Run 1, the metal 1 layer:
Bar = 100 um. Supply wires on this layer in gray.
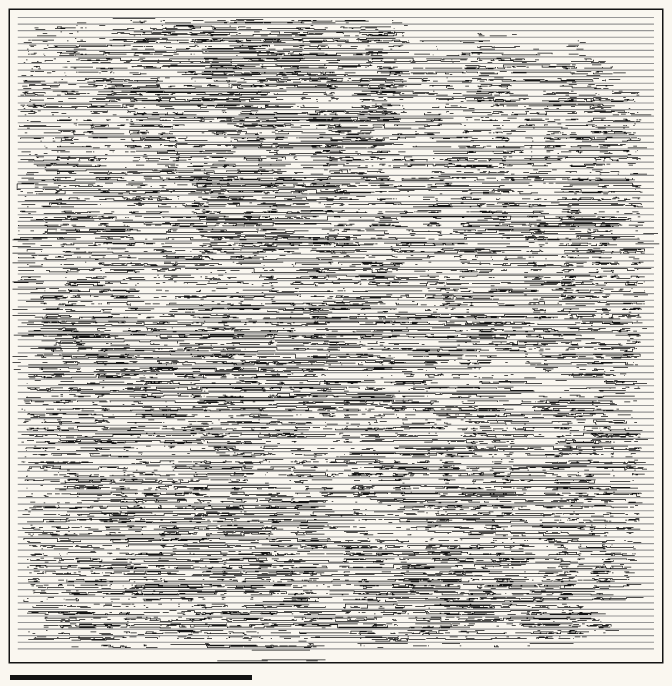
Run 1, M2 wires:
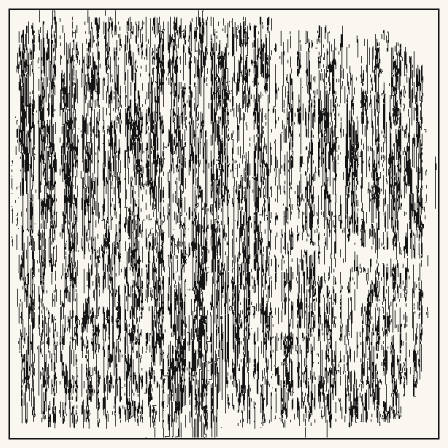
Run 1, signal wires on met3:
Bar = 100 um.
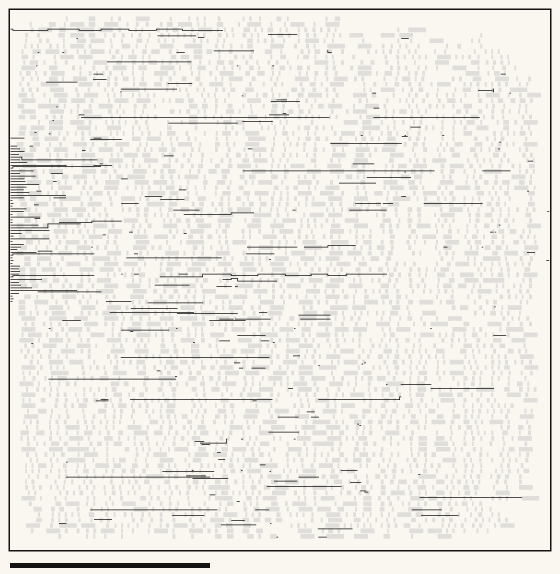
Run 1, signal wires on met4:
Supply wires on this layer in gray.
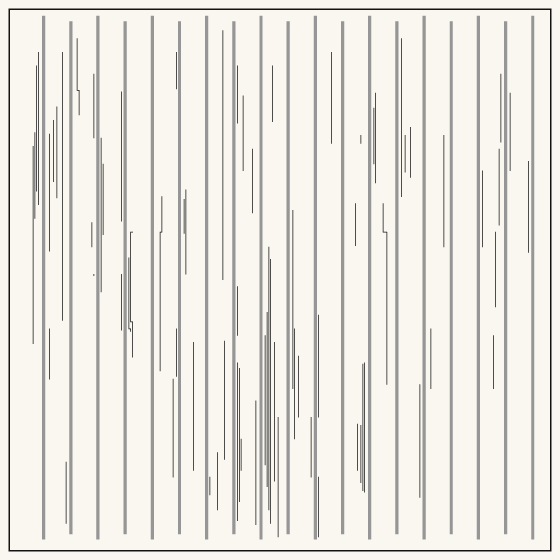
[config.mk]
export PLATFORM = sky130hd
export DESIGN_NAME = squarewave_generator_multi
export DESIGN_NICKNAME = d
export VERILOG_FILES = /design/src/rtl/squarewave_generator_multi.sv
export SDC_FILE = /design/constraint.sdc
export NUM_CORES = 1
export LEC_CHECK = 0
export ABC_AREA = 1
export ABC_CLOCK_PERIOD_IN_PS = 6700
export CAP_MARGIN = 10
export CELL_PAD_IN_SITES_DETAIL_PLACEMENT = 2
export CELL_PAD_IN_SITES_GLOBAL_PLACEMENT = 2
export CORE_MARGIN = 3
export CORE_UTILIZATION = 35
export DETAILED_ROUTE_END_ITERATION = 16
export PLACE_DENSITY_LB_ADDON = 0.1
export SYNTH_ARGS = -nofsm -noshare
export SYNTH_HDL_FRONTEND = slang
export SYNTH_SLANG_ARGS = --single-unit
[constraint.sdc]
create_clock -name sysclk -period 6.7 [get_ports sysclk]
set_input_delay 1.675 -clock sysclk [delete_from_list [all_inputs] [get_ports sysclk]]
set_output_delay 1.675 -clock sysclk [all_outputs]
set_load 0.05 [all_outputs]
[src/rtl/squarewave_generator_multi.sv]
`default_nettype none
// squarewave_generator_multi: N-channel square/PWM/one-shot generator. Each channel has shadowed config
// that is applied at period wrap, or at once while the channel is idle. Rev 1.0 - initial release.
module squarewave_generator_multi #(
  parameter int NUM_CH   = 4,
  parameter int CNT_W    = 16,
  parameter int AMP_W    = 6,
  parameter int PRESCALE = 1,
  localparam int CH_W    = (NUM_CH > 1) ? $clog2(NUM_CH) : 1
) (
  input  logic                    sysclk,
  input  logic                    reset,
  input  logic                    cfg_valid,
  output logic                    cfg_ready,
  input  logic [CH_W-1:0]         cfg_ch,
  input  logic [1:0]              cfg_mode,
  input  logic [CNT_W-1:0]        cfg_period,
  input  logic [CNT_W-1:0]        cfg_duty,
  input  logic [AMP_W-1:0]        cfg_amp,
  input  logic [NUM_CH-1:0]       enable,
  output logic [NUM_CH-1:0]       wave_out,
  output logic [NUM_CH*AMP_W-1:0] amp_out,
  output logic [AMP_W+CH_W-1:0]   mix_out,
  output logic [NUM_CH-1:0]       wrap_tick
);

  localparam logic [1:0] MODE_SQUARE  = 2'd0;
  localparam logic [1:0] MODE_PWM     = 2'd1;
  localparam logic [1:0] MODE_ONESHOT = 2'd2;
  localparam logic [1:0] MODE_OFF     = 2'd3;

  localparam int              PS_W    = (PRESCALE > 1) ? $clog2(PRESCALE) : 1;
  localparam logic [PS_W-1:0] PS_LAST = PS_W'(PRESCALE - 1);
  localparam logic [PS_W-1:0] PS_ONE  = PS_W'(1);
  localparam logic [CNT_W-1:0] CNT_ONE = CNT_W'(1);
  localparam int              MIX_W   = AMP_W + CH_W;

  logic [PS_W-1:0]   presc;
  logic              tick;
  logic              hs;
  logic [NUM_CH-1:0] pending;
  logic [MIX_W-1:0]  mix_sum;

  assign tick      = (presc == PS_LAST);
  assign cfg_ready = !pending[cfg_ch];
  assign hs        = cfg_valid && cfg_ready;

  always_ff @(posedge sysclk) begin
    if (reset || tick) presc <= '0;
    else               presc <= presc + PS_ONE;
  end

  for (genvar i = 0; i < NUM_CH; i++) begin : g_ch
    logic [1:0]       mode, sh_mode, e_mode;
    logic [CNT_W-1:0] period, duty, sh_period, sh_duty, e_period, e_duty;
    logic [CNT_W-1:0] cnt, cnt_inc, e_high;
    logic [AMP_W-1:0] amp, sh_amp;
    logic             pend, done, en_d, wave, wrap_r;
    logic             sel_wr, run, last, wrap, apply;

    assign sel_wr = hs && (cfg_ch == CH_W'(i));
    assign run    = enable[i] && (mode != MODE_OFF) && (period != '0) && !done;
    assign last   = (cnt == period - CNT_ONE);
    assign wrap   = tick && run && last;
    // An idle channel (disabled, off, period 0 or finished one-shot) takes its shadow immediately.
    assign apply  = pend && (wrap || !run);

    assign e_mode   = apply ? sh_mode   : mode;
    assign e_period = apply ? sh_period : period;
    assign e_duty   = apply ? sh_duty   : duty;
    assign cnt_inc  = last ? '0 : cnt + CNT_ONE;

    always_comb begin
      e_high = '0;
      case (e_mode)
        MODE_SQUARE:            e_high = e_period >> 1;
        MODE_PWM, MODE_ONESHOT: e_high = (e_duty < e_period) ? e_duty : e_period;
        default:                e_high = '0;
      endcase
    end

    always_ff @(posedge sysclk) begin
      if (reset) begin
        mode <= MODE_OFF;   period <= '0;    duty <= '0;    amp <= '0;
        sh_mode <= MODE_OFF; sh_period <= '0; sh_duty <= '0; sh_amp <= '0;
        pend <= 1'b0; done <= 1'b0; en_d <= 1'b0;
        cnt <= '0; wave <= 1'b0; wrap_r <= 1'b0;
      end else begin
        en_d   <= enable[i];
        wrap_r <= 1'b0;
        if (apply) begin
          mode <= sh_mode; period <= sh_period; duty <= sh_duty; amp <= sh_amp;
        end
        // A write landing on the apply cycle replaces the shadow after it was consumed.
        if (sel_wr) begin
          sh_mode <= cfg_mode; sh_period <= cfg_period; sh_duty <= cfg_duty; sh_amp <= cfg_amp;
          pend    <= 1'b1;
        end else if (apply) begin
          pend <= 1'b0;
        end
        if (!enable[i] || e_mode == MODE_OFF) begin
          cnt <= '0; wave <= 1'b0; done <= 1'b0;
        end else if (!en_d || (apply && !wrap)) begin
          cnt <= '0; done <= 1'b0; wave <= (e_high != '0);
        end else if (tick && run) begin
          cnt    <= cnt_inc;
          wrap_r <= wrap;
          if (wrap && !apply && mode == MODE_ONESHOT) begin
            done <= 1'b1;
            wave <= 1'b0;
          end else begin
            wave <= (cnt_inc < e_high);
          end
        end
      end
    end

    assign pending[i]                 = pend;
    assign wave_out[i]                = wave;
    assign wrap_tick[i]               = wrap_r;
    assign amp_out[i*AMP_W +: AMP_W]  = wave ? amp : '0;
  end

  always_comb begin
    mix_sum = '0;
    for (int j = 0; j < NUM_CH; j++) mix_sum = mix_sum + MIX_W'(amp_out[j*AMP_W +: AMP_W]);
  end

  always_ff @(posedge sysclk) begin
    if (reset) mix_out <= '0;
    else       mix_out <= mix_sum;
  end

endmodule
`default_nettype wire
==> GITHUB_STEP_SUMMARY, run 1 <==
## PnR job results

| Metric | Value |
|---|---|
| Synth top area share | `34.0%` |
| Port bufs | `89` |
| Peak VDD IR | `0.000165 V` |
| Horiz. Die Dim | `270 um` |
| First-pass GRT wire length | `152 mm` |
| Largest area contributor in the netlist | `dfxtp_1` |
| Area of the mapped netlist | `24300 sq um` |
| Synth area leaders | `dfxtp_1 (34%), nand2_1 (12%), inv_1 (7.6%)` |
| Syn_area_per_cell | `6.70 sq um` |
| Initial antenna violation count | `6` |
| Leakage | `0.0134 uW` |
| Post-DP HPWL | `74.9 mm` |
| Met3 routed WL | `3.06 mm` |
| Number of max-cap violations | `0` |
| Post-synth top cells | `nand2_1 (799), inv_1 (492), dfxtp_1 (413), nor2_1 (403), o21ai_0 (359)` |
| Tmin final | `6.15 ns` |
| Final hold vios | `0` |
| Peak Freq | `163 MHz` |
| Gate Area | `13500 sq um` |
| DRC | `0` |
| Setup Fix Bufs, Post-CTS | `0` |
| DR vias | `24521` |
| Clock tree from TritonCTS | `built` |
| Ys flop type | `dfxtp_1` |
| Post-synth seq share | `34.0%` |
| CP startpoint kind | `input pin` |
| Dpl cell area | `26400 sq um` |
| Grt met2 use | `46.1%` |
| Top Usage Layer GRT | `met2` |
| Final setup skew | `0.0296 ns` |
| Core Footprint | `68700 sq um` |
| Die Size | `72700 sq um` |
| Die Ht | `270 um` |
| Final setup viols | `0` |
| Row count | `96` |
| Fin Hold WS | `0.451 ns` |
| Yosys Instances | `3633` |
| Met3 usage | `3.27%` |
| Grt ovf | `0` |
| Most numerous logic cells after layout | `nand2_1 (799), inv_1 (491), dfxtp_1 (413)` |
| WL/cell | `20.8 um` |
| Yosys Chip Area | `24300 sq um` |
| Largest net degree at the start of global routing | `133` |
| Status | `complete, no violations` |
| Worst EP arrival | `6.68 ns` |
| Most numerous logic cell after layout | `nand2_1` |
| Antenna Nets Post-Route | `0` |
| Vias in the first global route | `26687` |
| Worst slew pin tran | `0.912 ns` |
| Dominant cell by count in the synthesized netlist | `nand2_1` |
| Met1 Use GR | `33.0%` |
| Layout cells sized above 1 | `6.99%` |
| RSZ-0062 raised after global routing | `false` |
| Cts-stage hold buffer count | `0` |
| Yosys synthesis warning count | `0` |
| Final core utilization | `41.0%` |
| Data required, critical path | `7.23 ns` |
| CTS clk-pin slew, worst paths | `0.06 ns` |
| Final Slew Violations | `0` |
| Syn Nets | `3835` |
| Initial DRC count | `1037` |
| Final wirelength | `97.5 mm` |
| Post-cts resize count | `0` |
| Slowest CP cell | `clkdlybuf4s50_1` |
| Clock Tree Root | `clkbuf_16` |
| Hold Path Class | `reg -> reg` |
| Clock sinks | `413` |
| Cell Type Count | `57` |
| Ys async rst share | `0%` |
| Highest routed layer | `met5` |
| Nets | `3907` |
| Fin crit share | `91.7%` |
| Post-Syn Instances | `3633` |
| FF/Latch Area | `8270 sq um` |
| CP Class | `in -> reg` |
| DRT Pass-1 Iters | `5` |
| Ys flops | `413` |
| H-tree depth | `2` |
| Crit path top cell by count | `nand2_1` |
| Crit path capture type | `register` |
| Met1 Wirelength | `43.8 mm` |
| Vias per Instance | `5.24` |
| CTS Buffer Depth | `3` |
| Area grow syn2layout | `15.8%` |
| DR WL met2 | `47.0 mm` |
| Latency at later pin | `0.62 ns` |
| Log Warnings | `37` |
| Filler instances | `8325` |
| Design Area, Final | `28200 sq um` |
| PwrDens | `224 nW/um^2` |
| RePlAce Congestion | `0.895` |
| Crit path max fanout | `18` |
| Max_slew headroom | `39.2%` |
| Global-route usage over all layers | `26.3%` |
| CP peak stage delay | `0.47 ns` |
| I/O pins | `90` |
| Post-synth EDFFs | `0` |
| CTS Buf Count | `51` |
| Initial Util | `35.4%` |
Back to the opening pictures, 'the metal 1 layer':
3770 nets have wire on it. The longest straight run is 80.3 um. The layer carries 43.8 mm of wire. The layer holds 45% of the routed length.

Back to the opening pictures, 'M2 wires':
3604 nets have wire on it. The wires run mostly vertical. The longest straight run is 96.6 um.

Back to the opening pictures, 'signal wires on met3':
The wires run mostly horizontal. The layer holds 3.1% of the routed length. The longest straight run is 124 um. 148 nets have wire on it.

Back to the opening pictures, 'signal wires on met4':
The longest straight run is 134 um. The layer holds 3.8% of the routed length. The layer carries 3660 um of wire. The wires run mostly vertical. 50 nets have wire on it.

## run 1: kinds of logic (layout without fill, tap and decap cells)
group | count (synthesis) | count (layout) | synth area share, %
DFF | 413 | 413 | 34.0
other | 1 | 3 | 0.0154
and+or+nand+nor | 1515 | 1515 | 26.3
xor gates and xnor gates | 87 | 87 | 3.13
adders and majority gates | 153 | 153 | 8.24
muxes | 13 | 13 | 0.535
AOI/OAI and AO/OA | 789 | 789 | 17.1
buffers and inverters | 662 | 775 | 10.6
## run 1: per-stage QoR
stage               power (uW)  setup TNS, ns  instances  setup slack (ns)
floorplan                 3130              0       3633              1.04
global placement          3370              0       4581            0.0757
finish                    6320              0       4679             0.555
CTS                       6390              0       4675             0.537
global route              6600              0       4677            0.0364
detailed placement        3410         -0.116       4581           -0.0452
## run 1: cell type report
cell class,count,share of cell area (%)
multi-input combinational,2558,47.8
antenna,2,0.0178
inverter,508,6.77
sequential,413,29.3
timing repair buffer,173,5.59
clock inverter,19,0.986
clock buffer,75,5.31
tap,931,4.13
## run 1: final timing paths
check,slack (ns),startpoint,to,cells after the start
worst min register to register,0.45,g_ch[2].sh_duty[8],g_ch[2].sh_duty[8],2
worst max-delay path,0.55,enable[3],g_ch[3].wave,30
worst max register to register,0.74,g_ch[2].period[0],g_ch[2].wave,36
worst min-delay path,0.45,g_ch[2].sh_duty[8],g_ch[2].sh_duty[8],2
## run 1: worst max-delay path: cells and delay by family
kind | cells | cell delay [ns]
adders and majority gates | 2 | 0.68
and+or+nand+nor | 16 | 1.87
AOI/OAI and AO/OA | 9 | 1.62
buffers and inverters | 3 | 0.82
## run 1: where the power goes
group	internal [uW]	total [uW]	leakage [uW]	switching, uW
clock	1780	2950	0.000859	1170
combinational	246	808	0.00915	562
sequential	2520	2560	0.00335	40.5
Run 1, clock wiring as the flow saved it:
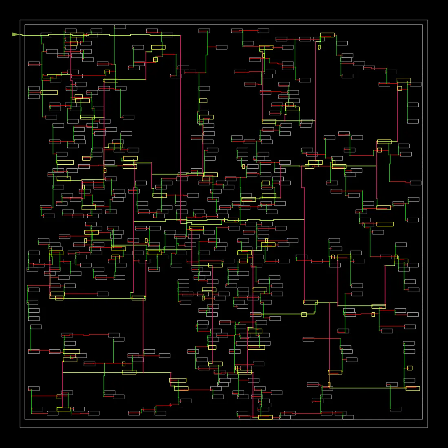

--- run 2 (diff from run 1) ---
--- a/config.mk
+++ b/config.mk
@@ -8,10 +8,10 @@
 export ABC_AREA = 1
 export ABC_CLOCK_PERIOD_IN_PS = 6700
 export CAP_MARGIN = 10
-export CELL_PAD_IN_SITES_DETAIL_PLACEMENT = 2
-export CELL_PAD_IN_SITES_GLOBAL_PLACEMENT = 2
+export CELL_PAD_IN_SITES_DETAIL_PLACEMENT = 1
+export CELL_PAD_IN_SITES_GLOBAL_PLACEMENT = 1
 export CORE_MARGIN = 3
-export CORE_UTILIZATION = 35
+export CORE_UTILIZATION = 45
 export DETAILED_ROUTE_END_ITERATION = 16
 export PLACE_DENSITY_LB_ADDON = 0.1
 export SYNTH_ARGS = -nofsm -noshare
Run 2, clock wiring as the flow saved it:
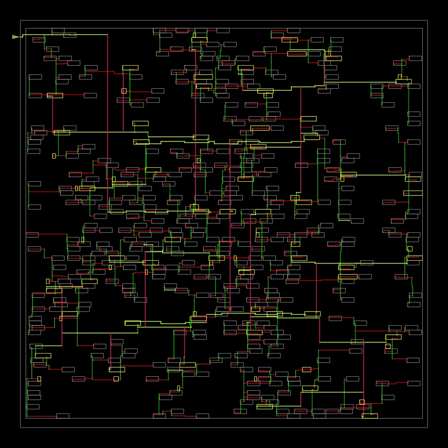
CTS Buf Count: 47
Flops: 413
Clk. pwr: 2700 uW
clock sinks: 413

==> GITHUB_STEP_SUMMARY, run 2 <==
## PnR job results

| Metric | Value |
|---|---|
| Status | `complete, no violations` |
| Horiz. Die Dim | `239 um` |
| Post-synth top cells | `nand2_1 (799), inv_1 (492), dfxtp_1 (413), nor2_1 (403), o21ai_0 (359)` |
| Setup_tns | `0 ns` |
| Initial antenna violation count | `5` |
| Vias in the first global route | `24895` |
| Yosys Chip Area | `24300 sq um` |
| Slowest CP cell | `a2111oi_0` |
| Largest net degree at the start of global routing | `91` |
| Layout Cells excl Fill | `4434` |
| Syn_area_per_cell | `6.70 sq um` |
| DR vias | `24041` |
| Cell Type Count | `57` |
| Final setup skew | `0.0212 ns` |
| Initial Util | `45.8%` |
| Crit path capture type | `register` |
| Core Footprint | `53100 sq um` |
| Cts-stage hold buffer count | `0` |
| Post-synth seq share | `34.0%` |
| Number of max-cap violations | `0` |
| Buf/Inv on CP | `3` |
| Peak Freq | `159 MHz` |
| Post-DP HPWL | `65.4 mm` |
| Port bufs | `89` |
| Global-route usage over all layers | `29.7%` |
| Met1 Wirelength | `39.2 mm` |
| Post-Syn Instances | `3633` |
| Yosys Instances | `3633` |
| Nets | `3910` |
| Clock tree from TritonCTS | `built` |
| WL/cell | `19.3 um` |
| Final core utilization | `52.2%` |
| RePlAce Congestion | `0.892` |
| Clk pwr share | `44.8%` |
| RSZ-0062 raised after global routing | `false` |
| Most numerous logic cell after layout | `nand2_1` |
| CP peak stage delay | `0.57 ns` |
| Largest area contributor in the netlist | `dfxtp_1` |
| Layout cells sized above 1 | `7.05%` |
| Area grow syn2layout | `13.9%` |
| DR WL met2 | `39.6 mm` |
| Power Internal | `4360 uW` |
| Total placed cells including tap cells | `4347` |
| Post-synth EDFFs | `0` |
| Initial DRC count | `1292` |
| Ys flops | `413` |
| Syn Nets | `3835` |
| Ys flop type | `dfxtp_1` |
| Final Slew Violations | `0` |
| Setup Fix Bufs, Post-CTS | `0` |
| Peak VDD IR | `0.000180 V` |
| Post-cts resize count | `0` |
| Log Warnings | `34` |
| Design Area, Final | `27700 sq um` |
| PwrDens | `218 nW/um^2` |
| H-tree depth | `2` |
| Dpl ws | `-0.0690 ns` |
| Antenna Nets Post-Route | `0` |
| Yosys synthesis warning count | `0` |
| Final setup viols | `0` |
| Final wirelength | `85.5 mm` |
| Worst EP arrival | `6.81 ns` |
| Data required, critical path | `7.21 ns` |
| P_sw | `1680 uW` |
| First-pass GRT wire length | `135 mm` |
| Crit path top cell by count | `nand2_1` |
| Switching part of the total | `27.8%` |
| Area of the mapped netlist | `24300 sq um` |
| Synth area leaders | `dfxtp_1 (34%), nand2_1 (12%), inv_1 (7.6%)` |
| CTS Buffer Depth | `3` |
| Most numerous logic cells after layout | `nand2_1 (799), inv_1 (491), dfxtp_1 (413)` |
| Dpl cell area | `26100 sq um` |
| Leakage | `0.0133 uW` |
| I/O pins | `90` |
| CP Class | `in -> reg` |
| Row count | `84` |
| Tmin final | `6.30 ns` |
| DRC | `0` |
| Ys async rst share | `0%` |
| CTS clk-pin slew, worst paths | `0.06 ns` |
| Crit path max fanout | `24` |
| Filler instances | `7007` |
| Top delay family on crit path | `AND-OR/OR-AND gates` |
| Highest routed layer | `met5` |
| Vias per Instance | `5.42` |
| Fin Hold WS | `0.451 ns` |
| Combinational Power Share | `12.9%` |
| DRT Pass-1 Iters | `5` |
| Die Ht | `239 um` |
| Clock Tree Root | `clkbuf_16` |
| Post-route setup slack | `0.399 ns` |
| Die Size | `56900 sq um` |
| Grt ovf | `0` |
| Synth top area share | `34.0%` |
| Met3 routed WL | `3.64 mm` |
| Dominant cell by count in the synthesized netlist | `nand2_1` |
| Reg power frac | `42.3%` |
| Final hold vios | `0` |
| Latency at later pin | `0.59 ns` |
| Fin crit share | `94.0%` |
| Pwr Total | `6040 uW` |
| Hold Path Class | `reg -> reg` |
| CP startpoint kind | `input pin` |
| Worst slew pin tran | `1.20 ns` |
| Max_slew headroom | `19.6%` |
[run 2: final timing paths]
kind / start / endpoint / slack [ns] / cells after the start
worst min-delay path: g_ch[0].sh_duty[14] / g_ch[0].sh_duty[14] / 0.45 / 2
worst min register to register: g_ch[0].sh_duty[14] / g_ch[0].sh_duty[14] / 0.45 / 2
worst max register to register: g_ch[2].period[0] / g_ch[2].wave / 0.55 / 30
worst max-delay path: enable[2] / g_ch[2].wave / 0.40 / 26
[run 2: cells by family (layout without fill, tap and decap cells)]
logic type | after synthesis | count (layout) | synth area share (%)
buffers and inverters | 662 | 773 | 10.6
other | 1 | 3 | 0.0154
AND-OR/OR-AND | 789 | 789 | 17.1
flip-flops | 413 | 413 | 34.0
AND/OR/NAND/NOR | 1515 | 1515 | 26.3
XOR/XNOR | 87 | 87 | 3.13
adder cells (fa/ha/maj) | 153 | 153 | 8.24
multiplexers | 13 | 13 | 0.535
[run 2: cell type report]
class / count / area, sq um / area share (%)
Clock inverter: 21 / 246 / 0.890
Clock buffer: 64 / 1340 / 4.85
Multi-Input combinational cell: 2558 / 13500 / 48.7
Tap cell: 688 / 861 / 3.11
Timing Repair Buffer: 180 / 1590 / 5.73
Antenna cell: 2 / 5.00 / 0.0181
Inverter: 508 / 1910 / 6.89
Sequential cell: 413 / 8270 / 29.8
[run 2: per-layer routing]
layer / global-route usage, % / up-vias
met5: 0 / -
met4: 9.88 / 2
met3: 4.00 / 130
met2: 50.4 / 450
met1: 39.1 / 11633
li1: - / 11826
[run 2: power groups by stage]
stage / registers, uW / logic, uW / clock network (uW)
2_1_floorplan: 2590 / 543 / 0
3_3_place_gp: 2610 / 739 / 0
3_5_place_dp: 2610 / 769 / 0
4_1_cts: 2550 / 775 / 2750
5_1_grt: 2560 / 873 / 2850
6_report: 2550 / 779 / 2700
No activity file was given, so power comes from the tool's default toggle rates.
